### Selected gate families, run 1

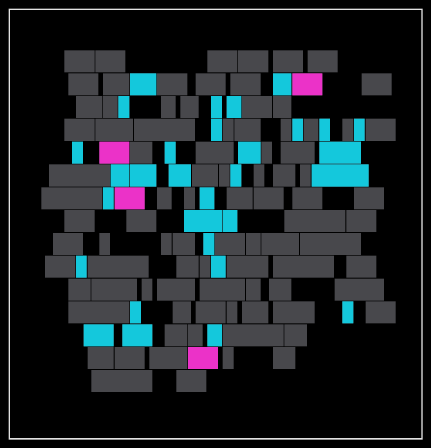
### Signal metal coverage by tile, run 1

The die is cut into 10 by 10 equal tiles; white is low, dark blue is high, scaled to the fullest tile. Values are wire area over tile area, all layers added.
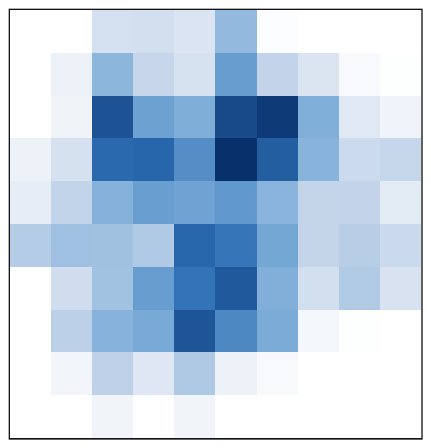
### Layout detail, run 1

The bar under the picture is 5 um long. Window x 14 to 34, y 26 to 46 um. Cells in gray, sequential cells in the stronger gray; small squares are vias.
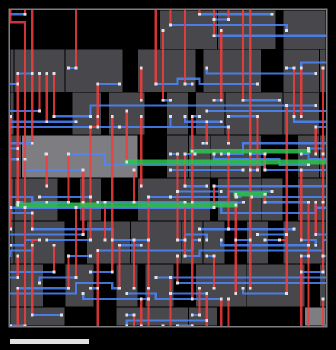
[src/rtl/multicycle_sequencer_pkg.sv]
// Shared types and encodings for the multi-cycle instruction sequencer:
// state and instruction-class enums, opcode constants and decode helpers.
package multicycle_pkg;

  typedef enum logic [2:0] {
    S_RST = 3'd0,
    S_IF  = 3'd1,
    S_ID  = 3'd2,
    S_EX  = 3'd3,
    S_MEM = 3'd4,
    S_WB  = 3'd5
  } state_e;

  typedef enum logic [2:0] {
    C_ALU     = 3'd0,
    C_LOAD    = 3'd1,
    C_STORE   = 3'd2,
    C_BRANCH  = 3'd3,
    C_JUMP    = 3'd4,
    C_ILLEGAL = 3'd5
  } iclass_e;

  localparam logic [4:0] OP_LOAD  = 5'b01110;
  localparam logic [4:0] OP_STORE = 5'b01010;
  localparam logic [4:0] OP_BEQ   = 5'b01000;
  localparam logic [4:0] OP_J     = 5'b10000;

  localparam logic [1:0] PC_SRC_INC    = 2'b00;
  localparam logic [1:0] PC_SRC_BRANCH = 2'b01;
  localparam logic [1:0] PC_SRC_JUMP   = 2'b10;

  localparam logic [1:0] COND_ALWAYS = 2'b00;
  localparam logic [1:0] COND_Z      = 2'b01;
  localparam logic [1:0] COND_NZ     = 2'b10;
  localparam logic [1:0] COND_NEVER  = 2'b11;

  // Exact opcodes are matched first; anything else with opcode[4:3]=00 is ALU.
  function automatic iclass_e decode_class(input logic [4:0] op);
    iclass_e c;
    if (op == OP_LOAD)           c = C_LOAD;
    else if (op == OP_STORE)     c = C_STORE;
    else if (op == OP_BEQ)       c = C_BRANCH;
    else if (op == OP_J)         c = C_JUMP;
    else if (op[4:3] == 2'b00)   c = C_ALU;
    else                         c = C_ILLEGAL;
    return c;
  endfunction

  function automatic logic pred_pass(input logic [1:0] cond, input logic z);
    logic p;
    case (cond)
      COND_ALWAYS: p = 1'b1;
      COND_Z:      p = z;
      COND_NZ:     p = ~z;
      COND_NEVER:  p = 1'b0;
      default:     p = 1'b0;
    endcase
    return p;
  endfunction

endpackage

[src/rtl/multicycle_sequencer_if.sv]
// Shared instruction/data memory handshake between the sequencer (master)
// and the memory (slave).
interface multicycle_sequencer_if;
  logic mem_req;
  logic mem_sel;
  logic mem_we;
  logic mem_ready;

  modport master (output mem_req, output mem_sel, output mem_we, input mem_ready);
  modport slave  (input mem_req, input mem_sel, input mem_we, output mem_ready);
endinterface

[src/rtl/multicycle_sequencer_mem_wait_timer.sv]
// Counts memory wait cycles and flags the cycle in which the wait budget
// runs out. TIMEOUT = 0 never expires.
module mem_wait_timer #(
  parameter int TIMEOUT = 15
) (
  input  logic clk,
  input  logic reset,
  input  logic clear_i,
  input  logic count_i,
  output logic expired_o
);

  localparam int W = (TIMEOUT > 0) ? $clog2(TIMEOUT + 1) : 1;
  localparam logic [W-1:0] LAST = W'((TIMEOUT > 0) ? TIMEOUT - 1 : 0);

  logic [W-1:0] count_q, count_d;

  always_ff @(posedge clk) begin
    if (reset) count_q <= '0;
    else       count_q <= count_d;
  end

  // Saturate so a disabled timeout cannot wrap into a false match.
  always_comb begin
    count_d = count_q;
    if (clear_i)                          count_d = '0;
    else if (count_i && (count_q != '1))  count_d = count_q + 1'b1;
  end

  // The current wait cycle is the TIMEOUT-th one when TIMEOUT-1 are already counted.
  assign expired_o = (TIMEOUT != 0) && count_i && (count_q == LAST);

endmodule

[src/rtl/multicycle_sequencer.sv]
// Multi-cycle IF/ID/EX/MEM/WB sequencer: owns the memory handshake and gates
// the PC, IR, register-file and memory write strobes per state.
module multicycle_sequencer
  import multicycle_pkg::*;
#(
  parameter int TIMEOUT = 15
) (
  input  logic        clk,
  input  logic        reset,
  input  logic [4:0]  opcode,
  input  logic [1:0]  condition,
  input  logic        zFlag,
  multicycle_sequencer_if.master bus,
  output logic [2:0]  state,
  output logic        ir_wr,
  output logic        pc_wr,
  output logic [1:0]  pc_src,
  output logic        reg_wr_en,
  output logic        retire,
  output logic        squash,
  output logic        bus_err,
  output logic        illegal
);

  state_e  state_q, state_d;
  iclass_e class_q, class_d;
  iclass_e id_class;
  logic    wait_count, wait_clear, wait_expired;

  always_ff @(posedge clk) begin
    if (reset) begin
      state_q <= S_RST;
      class_q <= C_ALU;
    end else begin
      state_q <= state_d;
      class_q <= class_d;
    end
  end

  assign state    = state_q;
  assign id_class = decode_class(opcode);

  assign wait_count = ((state_q == S_IF) || (state_q == S_MEM)) && !bus.mem_ready;
  // A timeout retry re-enters IF without a state change, so expiry also clears.
  assign wait_clear = ((state_d == S_IF) || (state_d == S_MEM)) &&
                      ((state_d != state_q) || wait_expired);

  mem_wait_timer #(.TIMEOUT(TIMEOUT)) u_timer (
    .clk       (clk),
    .reset     (reset),
    .clear_i   (wait_clear),
    .count_i   (wait_count),
    .expired_o (wait_expired)
  );

  always_comb begin
    state_d      = state_q;
    class_d      = class_q;
    bus.mem_req  = 1'b0;
    bus.mem_sel  = 1'b0;
    bus.mem_we   = 1'b0;
    ir_wr        = 1'b0;
    pc_wr        = 1'b0;
    pc_src       = PC_SRC_INC;
    reg_wr_en    = 1'b0;
    retire       = 1'b0;
    squash       = 1'b0;
    bus_err      = 1'b0;
    illegal      = 1'b0;

    case (state_q)
      S_RST: state_d = S_IF;

      S_IF: begin
        bus.mem_req = 1'b1;
        if (bus.mem_ready) begin
          ir_wr   = 1'b1;
          pc_wr   = 1'b1;
          state_d = S_ID;
        end else if (wait_expired) begin
          bus_err = 1'b1;
          state_d = S_IF;
        end
      end

      S_ID: begin
        class_d = id_class;
        if (!pred_pass(condition, zFlag)) begin
          squash  = 1'b1;
          state_d = S_IF;
        end else begin
          case (id_class)
            C_ALU, C_LOAD, C_STORE, C_BRANCH: state_d = S_EX;
            C_JUMP: begin
              pc_wr   = 1'b1;
              pc_src  = PC_SRC_JUMP;
              retire  = 1'b1;
              state_d = S_IF;
            end
            default: begin
              illegal = 1'b1;
              state_d = S_IF;
            end
          endcase
        end
      end

      S_EX: begin
        case (class_q)
          C_ALU:            state_d = S_WB;
          C_LOAD, C_STORE:  state_d = S_MEM;
          C_BRANCH: begin
            pc_wr   = zFlag;
            pc_src  = PC_SRC_BRANCH;
            retire  = 1'b1;
            state_d = S_IF;
          end
          default:          state_d = S_IF;
        endcase
      end

      S_MEM: begin
        bus.mem_req = 1'b1;
        bus.mem_sel = 1'b1;
        bus.mem_we  = (class_q == C_STORE);
        if (bus.mem_ready) begin
          if (class_q == C_STORE) begin
            retire  = 1'b1;
            state_d = S_IF;
          end else begin
            state_d = S_WB;
          end
        end else if (wait_expired) begin
          bus_err = 1'b1;
          state_d = S_IF;
        end
      end

      S_WB: begin
        reg_wr_en = 1'b1;
        retire    = 1'b1;
        state_d   = S_IF;
      end

      default: state_d = S_RST;
    endcase

    // Nothing may be written once reset is seen, even in the cycle it arrives.
    if (reset) begin
      ir_wr      = 1'b0;
      pc_wr      = 1'b0;
      reg_wr_en  = 1'b0;
      bus.mem_we = 1'b0;
    end
  end

endmodule

[src/flat_wrapper.sv]
// flat-port wrapper written by rule: the top's interface ports become plain ports
module multicycle_sequencer_flat import multicycle_pkg::*;
#(
  parameter int TIMEOUT = 15
)
  (clk, reset, opcode, condition, zFlag, state, ir_wr, pc_wr, pc_src, reg_wr_en, retire, squash, bus_err, illegal, bus_mem_req, bus_mem_sel, bus_mem_we, bus_mem_ready);
  multicycle_sequencer_if bus_i ();
  input  logic clk;
  input  logic reset;
  input  logic [4:0] opcode;
  input  logic [1:0] condition;
  input  logic zFlag;
  output logic [2:0] state;
  output logic ir_wr;
  output logic pc_wr;
  output logic [1:0] pc_src;
  output logic reg_wr_en;
  output logic retire;
  output logic squash;
  output logic bus_err;
  output logic illegal;
  output wire logic [$bits(bus_i.mem_req)-1:0] bus_mem_req;
  output wire logic [$bits(bus_i.mem_sel)-1:0] bus_mem_sel;
  output wire logic [$bits(bus_i.mem_we)-1:0] bus_mem_we;
  input wire logic [$bits(bus_i.mem_ready)-1:0] bus_mem_ready;
  assign bus_mem_req = bus_i.mem_req;
  assign bus_mem_sel = bus_i.mem_sel;
  assign bus_mem_we = bus_i.mem_we;
  assign bus_i.mem_ready = bus_mem_ready;
  multicycle_sequencer #(.TIMEOUT(TIMEOUT)) u_core (.clk(clk), .reset(reset), .opcode(opcode), .condition(condition), .zFlag(zFlag), .bus(bus_i), .state(state), .ir_wr(ir_wr), .pc_wr(pc_wr), .pc_src(pc_src), .reg_wr_en(reg_wr_en), .retire(retire), .squash(squash), .bus_err(bus_err), .illegal(illegal));
endmodule
[config.mk]
export PLATFORM = sky130hd
export DESIGN_NAME = multicycle_sequencer_flat
export DESIGN_NICKNAME = d
export VERILOG_FILES = /design/src/rtl/multicycle_sequencer_pkg.sv /design/src/rtl/multicycle_sequencer_if.sv /design/src/rtl/multicycle_sequencer_mem_wait_timer.sv /design/src/rtl/multicycle_sequencer.sv /design/src/flat_wrapper.sv
export SDC_FILE = /design/constraint.sdc
export NUM_CORES = 1
export LEC_CHECK = 0
export CAP_MARGIN = 5
export CORE_AREA = 3 3 46 48
export CTS_CLUSTER_SIZE = 28
export DETAILED_ROUTE_END_ITERATION = 10
export DIE_AREA = 0 0 49 51
export PLACE_DENSITY_LB_ADDON = 0.3
export SLEW_MARGIN = 20
export SYNTH_ARGS = -nofsm -noshare
export SYNTH_HDL_FRONTEND = slang
export SYNTH_SLANG_ARGS = --single-unit
[constraint.sdc]
create_clock -name clk -period 3.6 [get_ports clk]
set_input_delay 0.36 -clock clk [delete_from_list [all_inputs] [get_ports clk]]
set_output_delay 0.36 -clock clk [all_outputs]
set_load 0.005 [all_outputs]
==> ci_impl_report.md, run 1 <==
### Metrics collected by this job

| Metric | Value |
|---|---|
| Setup repair bufs after CTS | `0` |
| GRT overflow | `0` |
| Antenna Nets Post-Route | `0` |
| Hold buffers post-CTS | `0` |
| Most common reg cell | `dfxtp_1` |
| Worst slew pin tran | `roughly 0.60 ns` |
| # clock sinks | `10` |
| Placeable Area | `around 1700 um^2` |
| Clock skew | `0.00594 ns` |
| Wirelength per Cell | `13.6 um` |
| CP max FO | `12` |
| Yosys stat area | `~860 um^2` |
| Finish-stage setup viols | `0` |
| Ys async rst share | `0%` |
| Synthesis-to-finish area growth | `31.1%` |
| # nets final | `139` |
| Ports | `26` |
| Mapped Area | `856 um^2` |
| Ant. Diodes | `0` |
| Fp_density | `around half` |
| Worst path required time | `approximately 3.2 ns` |
| Die Ht | `just over 50 um` |
| Clock buffer depth | `2` |
| Max cap viols | `0` |
| Internal Power | `0.219 mW` |
| Status | `finished clean` |
| CTS tree | `done` |
| Total Die Area | `approximately 2500 um^2` |
| Layout cell share with drive strength beyond 1 | `about 15%` |
| Count of unique library cells instantiated by Yosys | `around 42` |
| Insertion Delay late pin | `around 0.28 ns` |
| Synth warn | `0` |
| Fmax | `0.346 GHz` |
| Static leakage | `between 0.3 and 0.4 nW` |
| Share of power burned in registers | `between 40% and 50%` |
| R2r worst-path depth | `5` |
| Hold Path Stages | `2` |
| CTS root buf | `clkbuf_4` |
| Total number of vias | `804` |
| CTS Buf Count | `3` |
| Vias in the first global route | `778` |
| Remaining DRCs | `0` |
| Post-Synthesis Cells | `a little under 100` |
| Final setup TNS | `0 ns` |
| Yosys Instances | `just under 100` |
| Clock-pin slew on the worst setup and hold paths | `0.07 ns` |
| Via density | `roughly 5.4` |
| Logic pwr share | `~25%` |
| Sw Ratio | `between 20% and 30%` |
| Die width | `49 um` |
| DPL Wire Length | `about 1600 um` |
## Picture notes: 'Selected gate families'
- NOR gates: cyan (cells 30; most used nor2_1)
- multiplexers: magenta (cells 4; most used mux2i_1)
Final Non-Filler Cells: 148
Commonest Layout Cell: clkdlybuf4s50_1

## Picture notes: 'Signal metal coverage by tile'
- mean over tiles: 0.13
- tiles over half the peak: 21%
- emptiest ninth of the die: south-east
- densest ninth of the die: center
- fullest tile: 0.44
- nearly empty tiles: 25%

## Picture notes: 'Layout detail'
- met3: green
- met2: red
- met1: blue
- cells with their middle in the window: 37
- netlist names of flops here include: u_core.class_q (1)
- most frequent: clkdlybuf4s50_1 (8), nand2_1 (4), nor2_1 (4)
- sequential cells in the window: 1

[run 1: power by group through the flow]
stage / clock (mW) / sequential, mW / combinational (mW)
finish: 0.105 / 0.125 / 0.0768
global route: 0.111 / 0.126 / 0.0835
CTS: 0.105 / 0.125 / 0.0773
detailed placement: 0 / 0.128 / 0.0770
global placement: 0 / 0.127 / 0.0754
floorplan: 0 / 0.122 / 0.0557
[run 1: logic make-up (layout without fill, tap and decap cells)]
family / Yosys count / in the layout / synth area share, %
xor+xnor: 3 / 3 / 3.95
buf+inv: 10 / 34 / 8.19
compound gates: 15 / 15 / 15.4
simple gates: 53 / 53 / 38.6
flops: 10 / 10 / 23.4
mux: 4 / 4 / 4.68
fa+ha+maj: 4 / 4 / 5.85
[run 1: metal layers]
layer | share of wire [%] | vias to the layer above | global-route usage (%)
met5 | 0 | - | 0
met4 | 0.50 | 0 | 5.21
met3 | 5.1 | 2 | 4.66
met2 | 47 | 23 | 28.3
met1 | 47 | 369 | 21.2
li1 | - | 410 | -
[run 1: critical path, cell delays in order (launching register included)]
cell             delay (ns)
dfxtp_1                0.62
nor3b_4                0.42
and2_1                 0.26
nand3_1                0.14
a311oi_1               0.26
clkdlybuf4s50_1        0.56
[run 1: layout by cell type (no fill, tap or decap), types with 2 or more instances in the layout]
master,n
a2111oi_2,2
a211oi_1,4
a21oi_1,3
clkbuf_4,3
clkdlybuf4s50_1,25
dfxtp_1,10
ha_1,4
inv_1,4
mux2i_1,4
nand2_1,9
nand3_1,4
nor2_1,14
nor3_1,5
nor3_2,2
nor3b_1,2
nor4b_1,2
[run 1: path summary, 6_finish.rpt]
path,startpoint,endpoint
min,u_core.class_q[2],u_core.class_q[2]
min reg2reg,u_core.class_q[2],u_core.class_q[2]
max,u_core.state[1],pc_wr
max reg2reg,u_core.state[1],u_core.u_timer.count_q[3]
[run 1: state kept, by name, indices dropped and copies added, names as in the netlist]
| register | flops |
|---|---|
| u_core.state | 3 |
| u_core.u_timer.count_q | 4 |
| u_core.class_q | 3 |
[run 1: cell type report]
class	count	area, um^2
Inverter	5	18.8
Multi-Input combinational cell	79	586
Clock buffer	4	36.3
Fill cell	155	623
Timing Repair Buffer	25	250
Sequential cell	10	200
Tap cell	25	31.3
[run 1: Yosys cell counts (2+ instances only)]
master     instances  share of area (%)
a21oi_1            3                1.8
nand2_1            9                3.9
nor3_1             5                2.9
a2111oi_2          2                3.5
nor4b_1            2                2.0
a211oi_1           4                3.5
nand3_1            4                2.3
nor3b_1            2                1.8
buf_6              3                3.9
nor3_2             2                2.3
nor2_1            14                6.1
dfxtp_1           10                 23
mux2i_1            4                4.7
inv_1              4                1.8
ha_1               4                5.8
[run 1: stage by stage]
step / cells / util (%) / worst slack [ns] / area, um^2 / power, mW
finish: 148 / 64.3 / 0.714 / 1120 / 0.306
global route: 148 / 64.3 / 0.589 / 1120 / 0.320
CTS: 148 / 64.3 / 0.747 / 1120 / 0.308
detailed placement: 144 / 62.2 / 0.923 / 1090 / 0.205
global placement: 144 / 62.2 / 1.00 / 1090 / 0.203
floorplan: 99 / - / 1.84 / 856 / 0.177
### I/O pins on the die edge, run 1

The bar under the picture is 10 um long. Pins as bars across the die edge, other pins in gray.
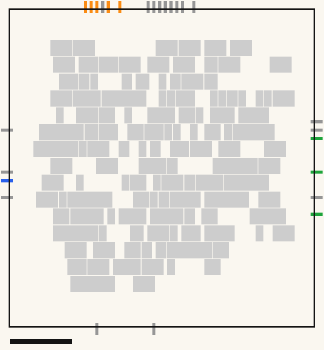

==> run 2, diff against run 1 <==
--- a/config.mk
+++ b/config.mk
@@ -6,10 +6,10 @@
 export NUM_CORES = 1
 export LEC_CHECK = 0
 export CAP_MARGIN = 5
-export CORE_AREA = 3 3 46 48
+export CORE_AREA = 3 3 50 52
 export CTS_CLUSTER_SIZE = 28
 export DETAILED_ROUTE_END_ITERATION = 10
-export DIE_AREA = 0 0 49 51
+export DIE_AREA = 0 0 53 55
 export PLACE_DENSITY_LB_ADDON = 0.3
 export SLEW_MARGIN = 20
 export SYNTH_ARGS = -nofsm -noshare
==> constraint.sdc (replaced) <==
create_clock -name clk -period 2.47 [get_ports clk]
set_input_delay 0.247 -clock clk [delete_from_list [all_inputs] [get_ports clk]]
set_output_delay 0.247 -clock clk [all_outputs]
set_load 0.005 [all_outputs]
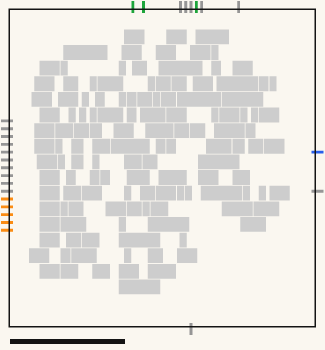
*I/O pins on the die edge, run 2*
The bar under the picture is 20 um long. Pins as bars across the die edge, other pins in gray.
- opcode: orange (pins 5; direction input; edge west)
- bus_mem_we: blue (pins 1; direction output; edge east)
- state: green (pins 3; direction output; edge north)
die width: 53 um
IO buf count: 25
Die Ht: 55 um

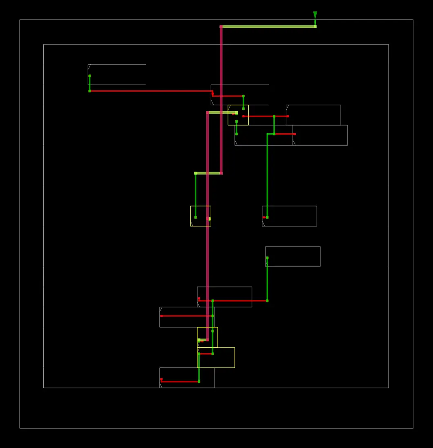
*Clock routing, run 2*
clock skew: 0.00273 ns
CTS Buf Count: 3
Seq cells: 10
Clock group: 0.149 mW

==> run 2 against run 1 <==
  * Clock skew down 0.0032 ns
  * Sequential share of layout area down 0.64 points
  * Final area up 5.7%
  * Highest routed layer unchanged
==> ci_impl_report.md, run 2 <==
### Metrics collected by this job

| Metric | Value |
|---|---|
| Top Layout Cells | `clkdlybuf4s50_1 (25), nor2_1 (14), nand2_1 (9), dfxtp_1 (7), buf_4 (6) (was clkdlybuf4s50_1 (25), nor2_1 (14), dfxtp_1 (10), nand2_1 (9), nor3_1 (5))` |
| Clock buffer depth | `2 (unchanged)` |
| Post-Synthesis Cells | `99 (unchanged)` |
| Worst path required time | `2.22 ns (was 3.24 ns)` |
| Fp_density | `39.8% (was 49.0%)` |
| Count of unique library cells instantiated by Yosys | `42 (unchanged)` |
| CP peak stage delay | `0.55 ns (was 0.62 ns)` |
| Crit-path cells | `clkdlybuf4s50_1 > mux2i_1 > and2_1 > nand3_1 > a311oi_1 > clkdlybuf4s50_1 (was nor3b_4 > and2_1 > nand3_1 > a311oi_1 > clkdlybuf4s50_1)` |
| # nets final | `145 (was 139)` |
| Hold EP | `u_core.class_q[2] (unchanged)` |
| Vias in the first global route | `877 (was 778)` |
| GRT overflow | `0 (unchanged)` |
| Top cell type's share of synthesized area | `23.4% (unchanged)` |
| Status | `finished clean (unchanged)` |
| Crit-path slowest cell | `clkdlybuf4s50_1 (was dfxtp_1)` |
| Yosys stat area | `856 um^2 (unchanged)` |
| Wl on met1 | `893 um (was 940 um)` |
| Remaining DRCs | `0 (unchanged)` |
| Commonest Layout Cell | `clkdlybuf4s50_1 (unchanged)` |
| Finish-stage setup viols | `0 (unchanged)` |
| Synthesis-to-finish area growth | `38.6% (was 31.1%)` |
| Antenna Nets Post-Route | `0 (unchanged)` |
| Placeable Area | `2150 um^2 (was 1750 um^2)` |
| Placed Cells incl. Taps | `153 (was 144)` |
| Total Die Area | `2920 um^2 (was 2500 um^2)` |
| Reg with most FFs | `u_core.u_timer.count_q (unchanged)` |
| Most common reg cell | `dfxtp_1 (unchanged)` |
| CTS root buf | `clkbuf_4 (unchanged)` |
| Worst r2r src | `u_core.state[1] (unchanged)` |
| Total number of vias | `851 (was 804)` |
| Static leakage | `0.408 nW (was 0.372 nW)` |
| Most common cell on crit path | `clkdlybuf4s50_1` |
| Critical Path Source | `zFlag (was u_core.state[1])` |
| Setup repair bufs after CTS | `0 (unchanged)` |
| Hold Path Origin | `u_core.class_q[2] (unchanged)` |
| Routed wl met2 | `1030 um (was 953 um)` |
| Final Non-Filler Cells | `157 (was 148)` |
| Highest metal used | `met4 (unchanged)` |
| Top area cell types | `dfxtp_1 (23%), nor2_1 (6.1%), ha_1 (5.8%), mux2i_1 (4.7%), nand2_1 (3.9%) (unchanged)` |
| Ports | `26 (unchanged)` |
| CTS tree | `done (unchanged)` |
| CP max FO | `4 (was 12)` |
| Insertion Delay late pin | `0.27 ns (was 0.28 ns)` |
run 2: kinds of logic (layout without fill, tap and decap cells):
| logic type | count (synthesis) | in the layout | share of synthesized area [%] |
|---|---|---|---|
| AOI/OAI and AO/OA | 15 | 15 | 15.4 |
| xor gates and xnor gates | 3 | 3 | 3.95 |
| adders and majority gates | 4 | 4 | 5.85 |
| buffers and inverters | 10 | 40 | 8.19 |
| DFF | 10 | 10 | 23.4 |
| muxes | 4 | 4 | 4.68 |
| and+or+nand+nor | 53 | 53 | 38.6 |
run 2: worst max path at each step:
| stage | endpoint | slack (ns) | depth (start not counted) |
|---|---|---|---|
| 2_1_floorplan | pc_wr | 0.82 | 5 |
| 3_3_place_gp | pc_wr | 0.10 | 5 |
| 3_5_place_dp | pc_wr | 0.12 | 5 |
| 4_1_cts | pc_wr | 0.02 | 5 |
| 5_1_grt | pc_wr | 0.0004 | 6 |
| 6_report | pc_wr | 0.07 | 6 |
run 2: metal layers:
layer	vias up	global-route usage (%)
met1	396	19.1
met2	28	29.5
met5	-	0
met3	5	3.49
li1	422	-
met4	0	8.94
run 2: where the power goes:
part	internal, mW	switching (mW)	leakage (nW)
clock network	0.0896	0.0589	0.0210
registers	0.168	0.0137	0.0823
logic	0.0676	0.0540	0.305
run 2: cell type report:
type	instances	area, um^2	share of cell area (%)
clock buffer	4	36.3	3.06
inverter	5	18.8	1.58
multi-input combinational	79	597	50.3
sequential	10	204	17.2
tap	28	35.0	2.95
timing repair buffer	31	295	24.9
run 2: metrics by stage:
| step | setup WS (ns) | hold WS [ns] | util (%) | instance area [um^2] |
|---|---|---|---|---|
| final | 0.0724 | 0.530 | 55.2 | 1190 |
| after global routing | 0.000449 | 0.564 | 55.2 | 1190 |
| after CTS | 0.0220 | 0.535 | 54.6 | 1170 |
| after detailed placement | 0.115 | 0.526 | 52.8 | 1130 |
| after global placement | 0.101 | 0.522 | 52.8 | 1130 |
| after floorplan | 0.819 | 0.317 | - | 856 |
run 2: worst max-delay path: cells and delay by family:
kind	cells	cell delay, ns
AOI/OAI and AO/OA	1	0.25
buffers and inverters	2	1.05
and+or+nand+nor	2	0.37
muxes	1	0.24
Power is estimated from default activity; no workload was simulated.
